Run 1, M3 wires:
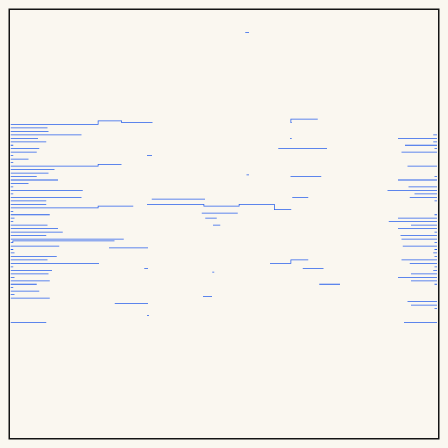
Run 1, register map, names as in the netlist:
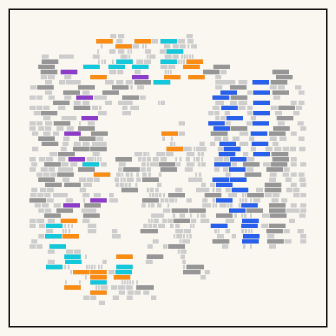
Run 1, signal wires by layer:
Only two layers are drawn.
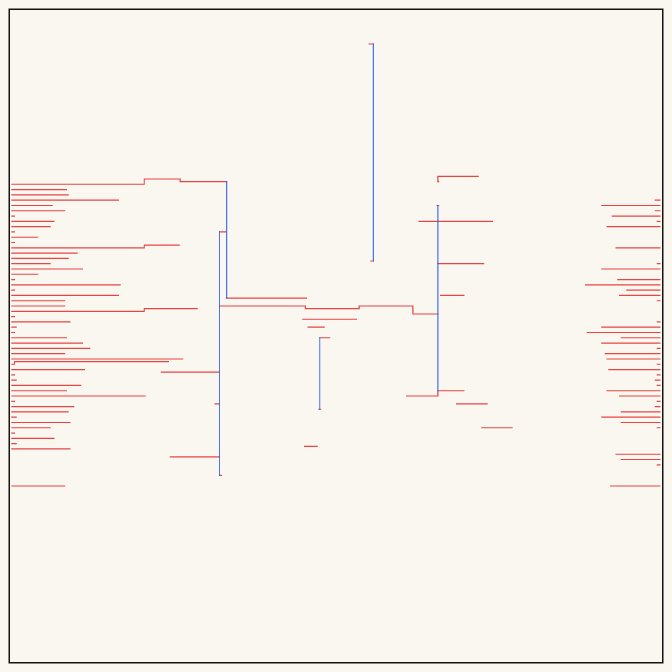
## src/rtl/sram_word_bridge.sv

```systemverilog
`default_nettype none
// ============================================================================
// Module   : sram_word_bridge
// Purpose  : Bridges a 32-bit word request port to an 8-bit asynchronous
//            SRAM. Each enabled byte lane becomes one external cycle
//            (SETUP, WAIT_CYC x STROBE, HOLD), lanes in ascending order.
//            A single-cycle ack_o pulse marks completion.
// Ports    : clk_i/rst_ni        clock, async active-low reset
//            req_i/we_i/be_i     request, direction, byte enables
//            addr_i/wdata_i      word address (bits [1:0] ignored), wdata
//            ready_o/ack_o       idle indication, completion pulse
//            rdata_o             read word, held until next read ack
//            sram_*              registered SRAM pins; data bus split into
//                                dq_o / dq_oe_o / dq_i for the top-level pad
// Revision : 1.0  initial release
// ============================================================================
module sram_word_bridge #(
   parameter int EXT_AW   = 20,
   parameter int WAIT_CYC = 1
) (
   input  logic              clk_i,
   input  logic              rst_ni,
   input  logic              req_i,
   input  logic              we_i,
   input  logic [3:0]        be_i,
   input  logic [EXT_AW-1:0] addr_i,
   input  logic [31:0]       wdata_i,
   output logic              ready_o,
   output logic              ack_o,
   output logic [31:0]       rdata_o,
   output logic [EXT_AW-1:0] sram_addr_o,
   output logic              sram_ce_no,
   output logic              sram_we_no,
   output logic              sram_oe_no,
   output logic [7:0]        sram_dq_o,
   output logic              sram_dq_oe_o,
   input  logic [7:0]        sram_dq_i
);

   localparam logic [2:0] ST_IDLE   = 3'd0;
   localparam logic [2:0] ST_SETUP  = 3'd1;
   localparam logic [2:0] ST_STROBE = 3'd2;
   localparam logic [2:0] ST_HOLD   = 3'd3;
   localparam logic [2:0] ST_ACK    = 3'd4;

   localparam logic [3:0] CNT_LOAD = 4'(WAIT_CYC - 1);

   // Lowest set bit of a lane mask (0 when the mask is empty).
   function automatic logic [1:0] first_lane(input logic [3:0] m);
      first_lane = 2'd0;
      for (int i = 3; i >= 0; i--) begin
         if (m[i]) first_lane = 2'(i);
      end
   endfunction

   // Control state
   logic [2:0]        state_q, state_d;
   logic [1:0]        lane_q, lane_d;
   logic [3:0]        cnt_q, cnt_d;
   logic              we_q;
   logic [3:0]        be_q;
   logic [EXT_AW-3:0] addr_q;
   logic [31:0]       wdata_q;
   logic [31:0]       rbuf_q, rbuf_d;

   // Registered outputs
   logic              ready_q, ready_d;
   logic              ack_q, ack_d;
   logic [31:0]       rdata_q, rdata_d;
   logic [EXT_AW-1:0] saddr_q, saddr_d;
   logic              ce_nq, ce_nd;
   logic              we_nq, we_nd;
   logic              oe_nq, oe_nd;
   logic [7:0]        dq_q, dq_d;
   logic              dq_oe_q, dq_oe_d;

   logic              w_accept;
   logic              w_active;
   logic [3:0]        w_done_mask;
   logic [3:0]        w_rem;
   logic              w_unused_addr;

   assign w_unused_addr = ^addr_i[1:0];

   // ready_q is only ever high while the FSM sits in IDLE.
   assign w_accept = req_i & ready_q;

   // Lanes at or below the current one are finished; the rest are pending.
   // For lane 3 the shift wraps to 0 and the subtraction yields 4'hF.
   assign w_done_mask = (4'd2 << lane_q) - 4'd1;
   assign w_rem       = be_q & ~w_done_mask;

   // ------------------------------------------------------------------
   // Next-state logic
   // ------------------------------------------------------------------
   always_comb begin
      state_d = state_q;
      lane_d  = lane_q;
      cnt_d   = cnt_q;
      rbuf_d  = rbuf_q;
      case (state_q)
         ST_IDLE: begin
            if (w_accept) begin
               rbuf_d = '0;
               if (be_i != 4'd0) begin
                  state_d = ST_SETUP;
                  lane_d  = first_lane(be_i);
               end else begin
                  state_d = ST_ACK;
               end
            end
         end
         ST_SETUP: begin
            state_d = ST_STROBE;
            cnt_d   = CNT_LOAD;
         end
         ST_STROBE: begin
            if (cnt_q == 4'd0) state_d = ST_HOLD;
            else               cnt_d   = cnt_q - 4'd1;
         end
         ST_HOLD: begin
            // Pins lag the state by one cycle, so this edge closes the
            // last cycle in which oe_n is visibly low: sample here.
            if (!we_q) rbuf_d[{lane_q, 3'b000} +: 8] = sram_dq_i;
            if (w_rem != 4'd0) begin
               state_d = ST_SETUP;
               lane_d  = first_lane(w_rem);
            end else begin
               state_d = ST_ACK;
            end
         end
         ST_ACK:  state_d = ST_IDLE;
         default: state_d = ST_IDLE;
      endcase
   end

   // ------------------------------------------------------------------
   // Output image: every pin is a register loaded from the current state,
   // giving glitch-free strobes and one cycle of address/data setup and
   // hold around each strobe.
   // ------------------------------------------------------------------
   always_comb begin
      w_active = (state_q == ST_SETUP) || (state_q == ST_STROBE) ||
                 (state_q == ST_HOLD);
      ce_nd    = ~w_active;
      we_nd    = ~((state_q == ST_STROBE) & we_q);
      oe_nd    = ~((state_q == ST_STROBE) & ~we_q);
      dq_oe_d  = w_active & we_q;
      saddr_d  = w_active ? {addr_q, lane_q} : saddr_q;
      dq_d     = (w_active & we_q) ? wdata_q[{lane_q, 3'b000} +: 8] : dq_q;
      ack_d    = (state_q == ST_ACK);
      rdata_d  = ((state_q == ST_ACK) && !we_q) ? rbuf_q : rdata_q;
      // Drops on the accepting edge, rises one cycle after the ack pulse.
      ready_d  = (state_q == ST_IDLE) & ~w_accept;
   end

   always_ff @(posedge clk_i or negedge rst_ni) begin
      if (!rst_ni) begin
         state_q <= ST_IDLE;
         lane_q  <= 2'd0;
         cnt_q   <= 4'd0;
         we_q    <= 1'b0;
         be_q    <= 4'd0;
         addr_q  <= '0;
         wdata_q <= 32'd0;
         rbuf_q  <= 32'd0;
         ready_q <= 1'b1;
         ack_q   <= 1'b0;
         rdata_q <= 32'd0;
         saddr_q <= '0;
         ce_nq   <= 1'b1;
         we_nq   <= 1'b1;
         oe_nq   <= 1'b1;
         dq_q    <= 8'd0;
         dq_oe_q <= 1'b0;
      end else begin
         state_q <= state_d;
         lane_q  <= lane_d;
         cnt_q   <= cnt_d;
         rbuf_q  <= rbuf_d;
         if (w_accept) begin
            we_q    <= we_i;
            be_q    <= be_i;
            addr_q  <= addr_i[EXT_AW-1:2];
            wdata_q <= wdata_i;
         end
         ready_q <= ready_d;
         ack_q   <= ack_d;
         rdata_q <= rdata_d;
         saddr_q <= saddr_d;
         ce_nq   <= ce_nd;
         we_nq   <= we_nd;
         oe_nq   <= oe_nd;
         dq_q    <= dq_d;
         dq_oe_q <= dq_oe_d;
      end
   end

   assign ready_o      = ready_q;
   assign ack_o        = ack_q;
   assign rdata_o      = rdata_q;
   assign sram_addr_o  = saddr_q;
   assign sram_ce_no   = ce_nq;
   assign sram_we_no   = we_nq;
   assign sram_oe_no   = oe_nq;
   assign sram_dq_o    = dq_q;
   assign sram_dq_oe_o = dq_oe_q;

endmodule
`default_nettype wire

```

## config.mk

```make
export PLATFORM = sky130hd
export DESIGN_NAME = sram_word_bridge
export DESIGN_NICKNAME = d
export VERILOG_FILES = /design/src/rtl/sram_word_bridge.sv
export SDC_FILE = /design/constraint.sdc
export NUM_CORES = 1
export LEC_CHECK = 0
export CAP_MARGIN = 10
export CELL_PAD_IN_SITES_DETAIL_PLACEMENT = 0
export CELL_PAD_IN_SITES_GLOBAL_PLACEMENT = 1
export CORE_MARGIN = 10
export CORE_UTILIZATION = 30
export CTS_BUF_LIST = sky130_fd_sc_hd__clkbuf_8
export DETAILED_ROUTE_END_ITERATION = 6
export PLACE_DENSITY = 0.72
export SLEW_MARGIN = 20
export SYNTH_ARGS = -nofsm -noshare
export SYNTH_HDL_FRONTEND = slang
export SYNTH_SLANG_ARGS = --single-unit
```

## constraint.sdc

```tcl
create_clock -name clk_i -period 2 [get_ports clk_i]
set_input_delay 0.4 -clock clk_i [delete_from_list [all_inputs] [get_ports clk_i]]
set_output_delay 0.4 -clock clk_i [all_outputs]
set_load 0.03 [all_outputs]
```

==> results.txt, run 1 <==
Physical implementation

The most common logic cells in the final layout are sky130_fd_sc_hd__dfrtp_1, sky130_fd_sc_hd__clkdlybuf4s50_1, sky130_fd_sc_hd__mux2_2. The end of the worst register-to-register path is rbuf_q[28]. After its last routability iteration, the placer logged a weighted congestion of 0.763. In this run, the synthesized area fraction spent on xor and xnor cells is recorded as 0.00402. Among all stages on the critical path, the maximum delay recorded is 0.70 ns. The flow ran to the end, and the final reports show no timing, DRC or antenna violations.

The total die size is around 28000 sq um. Setup slack on the worst reg-to-reg path comes out at ~0.14 ns. Across the run, the number of max-cap violations was 0. In this run the standard cell core region covers approximately 21000 sq um. The met2 global-route usage is 0.167.

The number of antenna diodes in the final layout is 0. The share of total power dissipated in the clock network is 0.195. Port buffering added roughly 130 buffers.

Post-route period utilization is reported as 0.962. CTS added clock buffers totalling 17. Clock skew on the completed layout was measured at between 0.01 and 0.015 ns.

The total negative slack is 0 ns. After layout, the design draws a total of between 0.01 and 0.015 W. The peak-usage layer in the global routing report is met2.

The synthesized instance count is roughly 490. The number of nets at the end of the flow is between 700 and 800. The most used flip-flop cell is sky130_fd_sc_hd__dfrtp_1. In this run the cell area of the synthesized design comes to 6530 sq um. For reference, the critical path cell chain is clkdlybuf4s50_1.

The final-report hold violation count is 0. The pin count of the biggest net entering global routing is between 50 and 60. The insertion delay of the later-clocked pin in the worst-skew pair is about 0.45 ns. The synthesis stats list as the most numerous cell sky130_fd_sc_hd__dfrtp_1. The average cell area after synthesis is about 13 sq um. The top achievable clock speed is between 500 and 600 MHz.

At the floorplan stage, the core utilization is reported as 0.308. Per the CTS log, the buffer count on the longest clock path is 2.
About 'M3 wires':
share of all routed wire: 8.2%
nets with wire on the layer: 101
main direction: horizontal
global routing met3 resource utilization: 0.0506
total number of vias: 4234
total wire length: 15700 um

About 'register map, names as in the netlist':
legend:
  rbuf_q:
    color: blue
    placed_flops: 32
  sram_addr_o:
    color: orange
    placed_flops: 20
  addr_q:
    color: cyan
    placed_flops: 18
  sram_dq_o:
    color: purple
    placed_flops: 8
flip-flop and latch share of the layout cell area: 0.464
final core utilization: 0.410
register area: 4030 sq um
total sequential power: 0.00490 W

About 'signal wires by layer':
legend:
  M4:
    color: blue
    wire_length: 214 um
  M3:
    color: red
    wire_length: 1300 um
routed wire length per instance: 17.0 um
Total GRT Usage: 0.112

==> run 1: layout make-up <==
| cell class | count | share of cell area |
|---|---|---|
| multi-input cells | 293 | 0.272 |
| well taps | 275 | 0.0396 |
| inverters | 9 | 0.00388 |
| clock inverters | 12 | 0.0122 |
| flip-flops and latches | 161 | 0.464 |
| clock buffers | 20 | 0.0316 |
| repair buffers | 154 | 0.177 |
==> run 1: how the worst max path moves through the flow <==
stage / startpoint / to / slack, ns / cells after the start
2_1_floorplan: lane_q[0] / rbuf_q[0] / 0.05 / 6
3_3_place_gp: req_i / rbuf_q[29] / -0.08 / 6
3_5_place_dp: req_i / rbuf_q[28] / -0.10 / 6
4_1_cts: sram_addr_o[9] / sram_addr_o[9] / 0.03 / 1
5_1_grt: state_q[1] / rbuf_q[25] / 0.001 / 5
6_report: rdata_o[25] / rdata_o[25] / 0.08 / 1
==> run 1: cells by family (layout without fill, tap and decap cells) <==
kind of cell	Yosys count	count (layout)
muxes	105	105
and+or+nand+nor	120	120
AOI/OAI and AO/OA	56	56
xor gates and xnor gates	3	3
adders and majority gates	9	9
DFF	161	161
buffers and inverters	31	195
==> run 1: power by group through the flow <==
stage,Clock (W),Sequential (W),Combinational [W]
final,0.00230,0.00490,0.00463
after global routing,0.00252,0.00502,0.00503
after CTS,0.00237,0.00489,0.00472
after detailed placement,0,0.00495,0.00474
after global placement,0,0.00490,0.00461
after floorplan,0,0.00542,0.00243
==> run 1: per-stage QoR <==
| step | hold slack [ns] | area [sq um] | setup slack (ns) |
|---|---|---|---|
| finish | 0.468 | 8700 | 0.0767 |
| global route | 0.489 | 8700 | 0.00102 |
| CTS | 0.475 | 8690 | 0.0263 |
| detailed placement | 0.386 | 8300 | -0.100 |
| global placement | 0.375 | 8300 | -0.0778 |
| floorplan | 0.104 | 6540 | 0.0470 |
==> run 1: registers in the layout, summed over array words and instances, names as in the netlist <==
name and count:
ack_o 1, addr_q 18, be_q 3, cnt_q 4, lane_q 2, rbuf_q 32
rdata_o 32, ready_o 1, sram_addr_o 20, sram_ce_no 1, sram_dq_o 8, sram_dq_oe_o 1
sram_oe_no 1, sram_we_no 1, state_q 3, wdata_q 32, we_q 1
==> run 1: layer usage <==
metal / part of all wire / wire, um / vias to the layer above
met5: 0 / 0 / -
met4: 0.014 / 214 / 0
met3: 0.082 / 1300 / 16
met2: 0.45 / 7080 / 123
met1: 0.45 / 7150 / 2100
li1: - / - / 1995
==> run 1: repair_timing <==
item,in CTS,in global routing
endpoints found under the hold margin,42,0
endpoints found under the setup margin,4,24
hold buffers,1,0
pin swaps,0,0
resized,4,4
==> inputs of run 2 (changes only) <==
Settings changed: CORE_UTILIZATION 30 to 39, PLACE_DENSITY 0.72 to 0.88.
==> run 2 against run 1 <==
  * Design area is 0.63% lower
  * Register-to-register slack better by 0.03 ns
  * Via count is 0.80% higher
  * Hold slack worse by 0.056 ns
  * Largest cell class unchanged
==> results.txt, run 2 <==
Physical implementation

The standard cell core area came to 16500 sq um (-22%). The number of max-capacitance violations reported is 0 (unchanged). The insertion delay of the later-clocked pin in the worst-skew pair came to 0.45 ns (about the same). The post-synthesis share of cell area spent on xor and xnor gates is 0.00402 (unchanged). The commonest register cell is sky130_fd_sc_hd__dfrtp_1. The final-report hold violation count was 0 (unchanged). The number of nets at the end of the flow is 709 (-0.56%). The pin count of the biggest net entering global routing came to 50 (-2.0%). The headroom to the max-slew limit is 0.603. Leaving out fill and tap cells, the most frequent cells in the layout are sky130_fd_sc_hd__dfrtp_1, sky130_fd_sc_hd__clkdlybuf4s50_1, sky130_fd_sc_hd__mux2_2.

The TritonCTS buffer count was 17 (unchanged). The Yosys step of the flow raised 0 warnings. The maximum buffer depth of the clock tree is 2 (unchanged). The combined area of all synthesized cells was 6530 sq um (unchanged). The total inserted antenna cells was 0 (unchanged). The report lists the number of standard-cell rows as between 40 and 50. The area fraction of the largest cell type after synthesis is 0.602. The final worst-path cycle share is 0.972 (+0.0100). The final worst hold slack was 0.412 ns (-0.0562 ns). The number of buffer cells added on primary ports is 131 (unchanged). The total die size came to 22300 sq um (-20%).

By area the synthesized netlist is led by sky130_fd_sc_hd__dfrtp_1, sky130_fd_sc_hd__mux2_2, sky130_fd_sc_hd__nand2_1. The average cell area after synthesis came to 13.5 sq um (unchanged). The flow ran to the end, and the final reports show no timing, DRC or antenna violations.

The placement-stage worst setup slack is -0.117 ns (-0.0171 ns). The worst setup margin was 0.0566 ns (-0.0200 ns). The top achievable clock speed is 515 MHz (-1.0%). The standby leakage power is a little under 4 nW.

The maximum cell stage delay along the critical path is 0.70 ns (about the same). The placer's final routability congestion estimate was 0.806 (+5.6%). The residual antenna-violating net count after detailed routing is 0.

The worst clock skew is 0.00862 ns (-0.00231 ns). The gate count after technology mapping is 485 (unchanged). Per the finish-stage timing summary, setup violations number 0. The most used standard cell by instance count after synthesis is sky130_fd_sc_hd__dfrtp_1. The effective utilization at floorplan was 0.395 (+0.0874). Listed in order, past its start point the critical path passes clkdlybuf4s50_1.
[run 2: netlist changes by cell type in the layout (fill, tap and decap cells not counted), sizes merged]
cell,delta
buf,-4
clkbuf,-1
clkinv,-2
bufinv,+3
[run 2: kinds of logic (layout without fill, tap and decap cells)]
| logic type | count (synthesis) | in the layout |
|---|---|---|
| flops | 161 | 161 |
| xor+xnor | 3 | 3 |
| compound gates | 56 | 56 |
| buf+inv | 31 | 191 |
| simple gates | 120 | 120 |
| fa+ha+maj | 9 | 9 |
| mux | 105 | 105 |
[run 2: final timing paths]
kind                        startpoint              end  slack [ns]  depth (start not counted)
min reg2reg                 addr_q[13]  sram_addr_o[15]        0.47                          2
max reg2reg                 state_q[1]      rdata_o[22]        0.17                          5
max                        rdata_o[31]      rdata_o[31]        0.06                          1
max in group asynchronous       rst_ni      rdata_o[23]        0.87                          3
min                             rst_ni  sram_addr_o[13]        0.41                          2
min in group clk_i          addr_q[13]  sram_addr_o[15]        0.47                          2
[run 2: what timing repair did]
action                                 in CTS  in global routing
resized                                     4                  3
setup buffers                               0                  0
endpoints found under the hold margin      29                  0
setup endpoints to repair                   4                  6
hold buffers                                1                  0
[run 2: per-stage QoR]
step,std cells,total power [W],TNS (ns),cell area (sq um)
2_1_floorplan,485,0.00785,0,6540
3_3_place_gp,832,0.00942,-0.831,8200
3_5_place_dp,832,0.00966,-1.80,8200
4_1_cts,865,0.0122,0,8640
5_1_grt,865,0.0128,0,8640
6_report,865,0.0120,0,8640
[run 2: area by class of cell]
class                      count  area, sq um  area share
clock buffer                  19          262      0.0303
tap                          220          275      0.0318
inverter                       9         33.8     0.00391
timing repair buffer         150         1510       0.174
clock inverter                13          169      0.0195
sequential                   161         4030       0.467
multi-input combinational    293         2360       0.273
[run 2: routing by layer]
metal	part of all wire	up-vias
met4	0.011	0
met1	0.42	2133
li1	-	1980
met3	0.10	15
met2	0.47	140
met5	0	-
[run 2: power breakdown]
group	switching (W)	internal [W]	leakage [nW]
clock	0.00113	0.00140	0.221
sequential	0.000596	0.00429	2.06
combinational	0.00243	0.00216	1.65
total	0.00415	0.00785	3.93
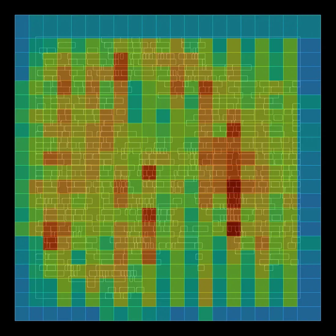
Run 2: congestion heat map
final core utilization: 0.523
met2 demand-to-capacity share in global routing: 0.218
routed wire length per instance: 17.7 um
most used routing layer: met2
global routing met3 resource utilization: 0.0661

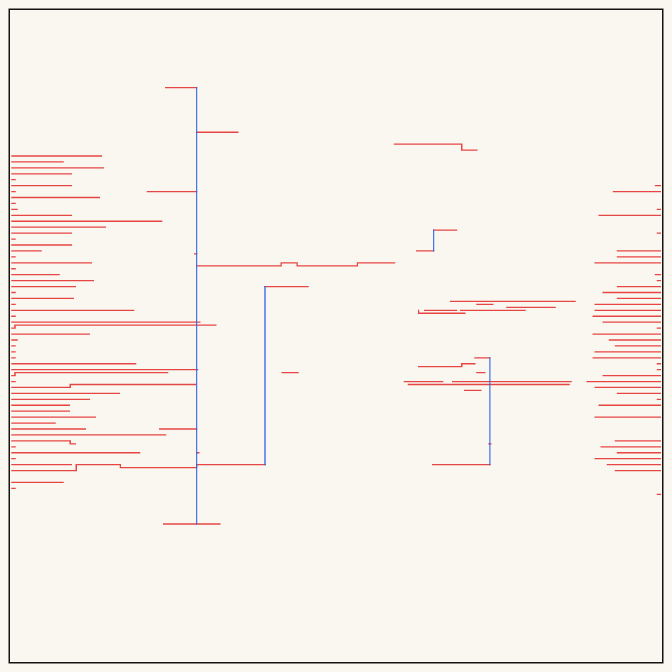
Run 2: signal wires by layer
Only two layers are drawn.
legend:
  M4:
    color: blue
    wire_length: 170 um
  M3:
    color: red
    wire_length: 1560 um
Total GRT Usage: 0.140
total wire length: 15300 um
total number of vias: 4268

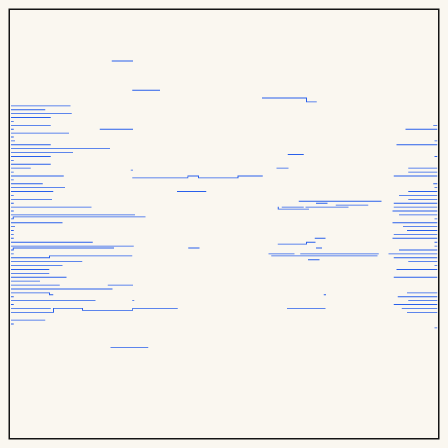
Run 2: M3 wires
longest straight run: 46.0 um
wire length on this layer: 1560 um

==> inputs of run 3 (changes only) <==
Settings changed: ABC_CLOCK_PERIOD_IN_PS set to 2000, SLEW_MARGIN 20 to 30.
==> run 3 against run 2 <==
  * Via count did not move
  * Critical endpoint unchanged
  * Register-to-register slack is essentially flat
  * Total power unchanged
  * Clock skew unchanged
  * Global-route usage did not move
  * Highest routed layer unchanged
  * Combinational power about the same
  * Critical path type unchanged
  * Sequential power is essentially flat
  * Hold slack did not move
  * Largest power group unchanged
==> results.txt, run 3 <==
Physical implementation

The post-route non-filler standard cell count was 865 (unchanged). The path depth of the worst reg2reg path was 5 (unchanged). The average wire per standard cell is 17.7 um (unchanged). The number of nets at the end of the flow is 709 (unchanged). The global routing usage summed across all routing layers was 0.140 (unchanged). The maximum buffer depth of the clock tree is 2 (unchanged). The standard-cell row count is 47 (unchanged). The post-placement cell count is 832 (unchanged). Of all nets on the critical path, the largest fanout is 2. The total die size is 22300 sq um (unchanged).

The standard cell core area is 16500 sq um (unchanged). The routed wire length is 15300 um (unchanged). The fraction of post-synthesis cell area in the top cell type by area is 0.602 (unchanged).

The standby leakage power came to 3.93 nW (unchanged). The pin count of the biggest net entering global routing is 50 (unchanged). The vias after detailed routing is 4268 (unchanged).

The post-synthesis register bit count is 161. The top achievable clock speed was 515 MHz (unchanged). After synthesis, the cell types taking the most area are sky130_fd_sc_hd__dfrtp_1, sky130_fd_sc_hd__mux2_2, sky130_fd_sc_hd__nand2_1. Setup repair after global routing left no endpoint under its margin. The flow ran to the end, and the final reports show no timing, DRC or antenna violations.

The total negative slack is 0 ns (unchanged). The most common logic cells in the final layout are sky130_fd_sc_hd__dfrtp_1, sky130_fd_sc_hd__clkdlybuf4s50_1, sky130_fd_sc_hd__mux2_2. The maximum cell stage delay along the critical path is 0.70 ns (about the same).

The tally of yosys warning messages is 0 (unchanged). Warnings raised by the tools during the run amount to 35. The insertion delay of the later-clocked pin in the worst-skew pair was 0.45 ns (about the same). The total inserted antenna cells is 0 (unchanged). In this run the critical path is formed by clkdlybuf4s50_1. The worst clock skew was 0.00862 ns (unchanged). The number of failing setup endpoints in the final timing report came to 0 (unchanged). The effective utilization at floorplan came to 0.395 (unchanged). The met2 global-route usage is 0.218 (unchanged).

Global route summary, busiest routing layer listed as met2. The gate count after technology mapping is 485 (unchanged). The final-report hold violation count was 0 (unchanged).

The combined area of all synthesized cells was 6530 sq um (unchanged).
run 3: cell counts in the layout (fill, tap and decap cells not counted):
Identical to the previous run, type by type.
run 3: final cells by class:
| cell class | instances | area [sq um] | area share |
|---|---|---|---|
| Clock buffer | 19 | 262 | 0.0303 |
| Inverter | 9 | 33.8 | 0.00391 |
| Multi-Input combinational cell | 293 | 2360 | 0.273 |
| Sequential cell | 161 | 4030 | 0.467 |
| Clock inverter | 13 | 169 | 0.0195 |
| Tap cell | 220 | 275 | 0.0318 |
| Timing Repair Buffer | 150 | 1510 | 0.174 |
run 3: worst paths after layout:
path                                   from         endpoint  slack [ns]
max in group asynchronous            rst_ni      rdata_o[23]        0.87
worst max register to register   state_q[1]      rdata_o[22]        0.17
min in group clk_i               addr_q[13]  sram_addr_o[15]        0.47
worst min register to register   addr_q[13]  sram_addr_o[15]        0.47
worst max-delay path            rdata_o[31]      rdata_o[31]        0.06
worst min-delay path                 rst_ni  sram_addr_o[13]        0.41
run 3: per-stage QoR:
step / area [sq um] / util / setup WS [ns]
floorplan: 6540 / - / 0.0470
CTS: 8640 / 0.523 / 0.0210
detailed placement: 8200 / 0.496 / -0.117
global placement: 8200 / 0.496 / -0.0511
finish: 8640 / 0.523 / 0.0566
global route: 8640 / 0.523 / 0.0000721
run 3: kinds of logic (layout without fill, tap and decap cells):
group	count (synthesis)	count (layout)
flops	161	161
simple gates	120	120
mux	105	105
compound gates	56	56
buf+inv	31	191
fa+ha+maj	9	9
xor+xnor	3	3
run 3: routing by layer:
metal	part of all wire	wire length, um	up-vias
li1	-	-	1980
met1	0.42	6400	2133
met2	0.47	7140	140
met3	0.10	1560	15
met4	0.011	170	0
met5	0	0	-
run 3: power by group:
group / internal, W / switching (W) / leakage (nW)
Combinational: 0.00216 / 0.00243 / 1.65
Sequential: 0.00429 / 0.000596 / 2.06
Clock: 0.00140 / 0.00113 / 0.221
run 3: repair_timing:
action | CTS | global route
gates resized | 4 | 3
endpoints found under the setup margin | 4 | 6
endpoints found under the hold margin | 29 | 0
hold buffers | 1 | 0
setup buffers | 0 | 0
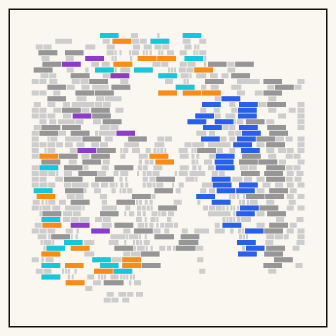
Run 3: register map, names as in the netlist
legend:
  addr_q:
    color: cyan
    placed_flops: 18
  sram_addr_o:
    color: orange
    placed_flops: 20
  sram_dq_o:
    color: purple
    placed_flops: 8
  rbuf_q:
    color: blue
    placed_flops: 32
    where: east
flip-flop and latch share of the layout cell area: 0.467
total sequential power: 0.00488 W

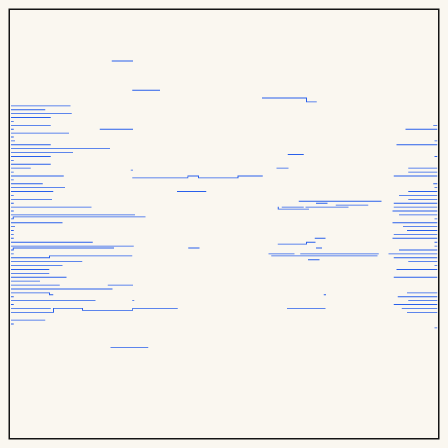
Run 3: M3 wires
nets with wire on the layer: 107
main direction: horizontal
wire length on this layer: 1560 um
share of all routed wire: 10%
longest straight run: 46.0 um

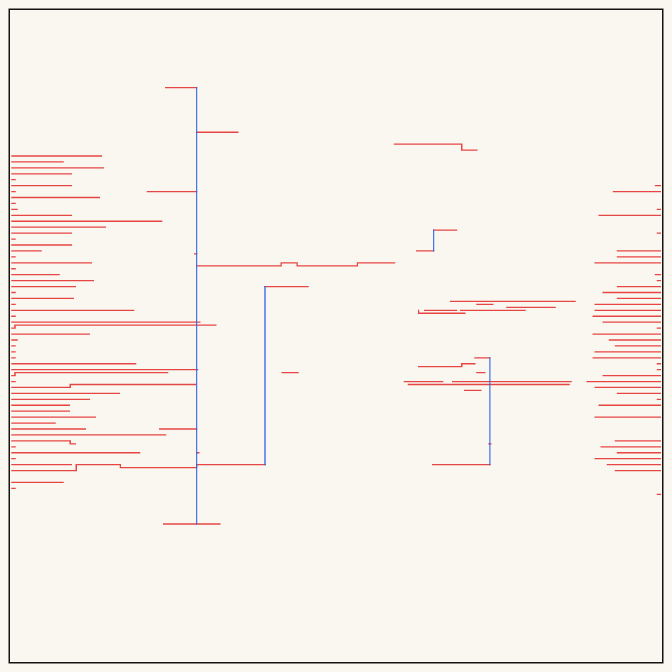
Run 3: signal wires by layer
Only two layers are drawn.
legend:
  M4:
    color: blue
    wire_length: 170 um
  M3:
    color: red
    wire_length: 1560 um


## Gallery

Pin map.
Pins as bars across the die edge, other pins in gray.
shot_01.png
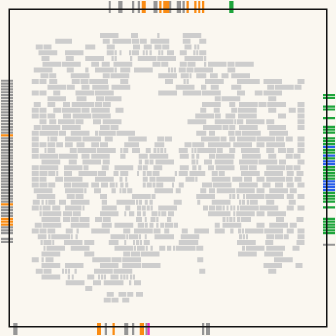
shot_02.png
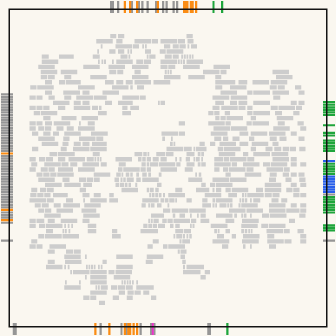
run 2: shot_01.png
run 1: shot_02.png

Key to shot_01.png:
legend:
  rdata_o:
    color: green
    pins: 32
    direction: output
    edge: 30 east, 2 north
  sram_addr_o:
    color: orange
    pins: 20
    direction: output
    edge: 10 north, 5 west, 5 south
  sram_dq_i:
    color: blue
    pins: 8
    direction: input
    edge: east
  ready_o:
    color: magenta
    pins: 1
    direction: output
    edge: south

Power and IR drop assume default switching activity.
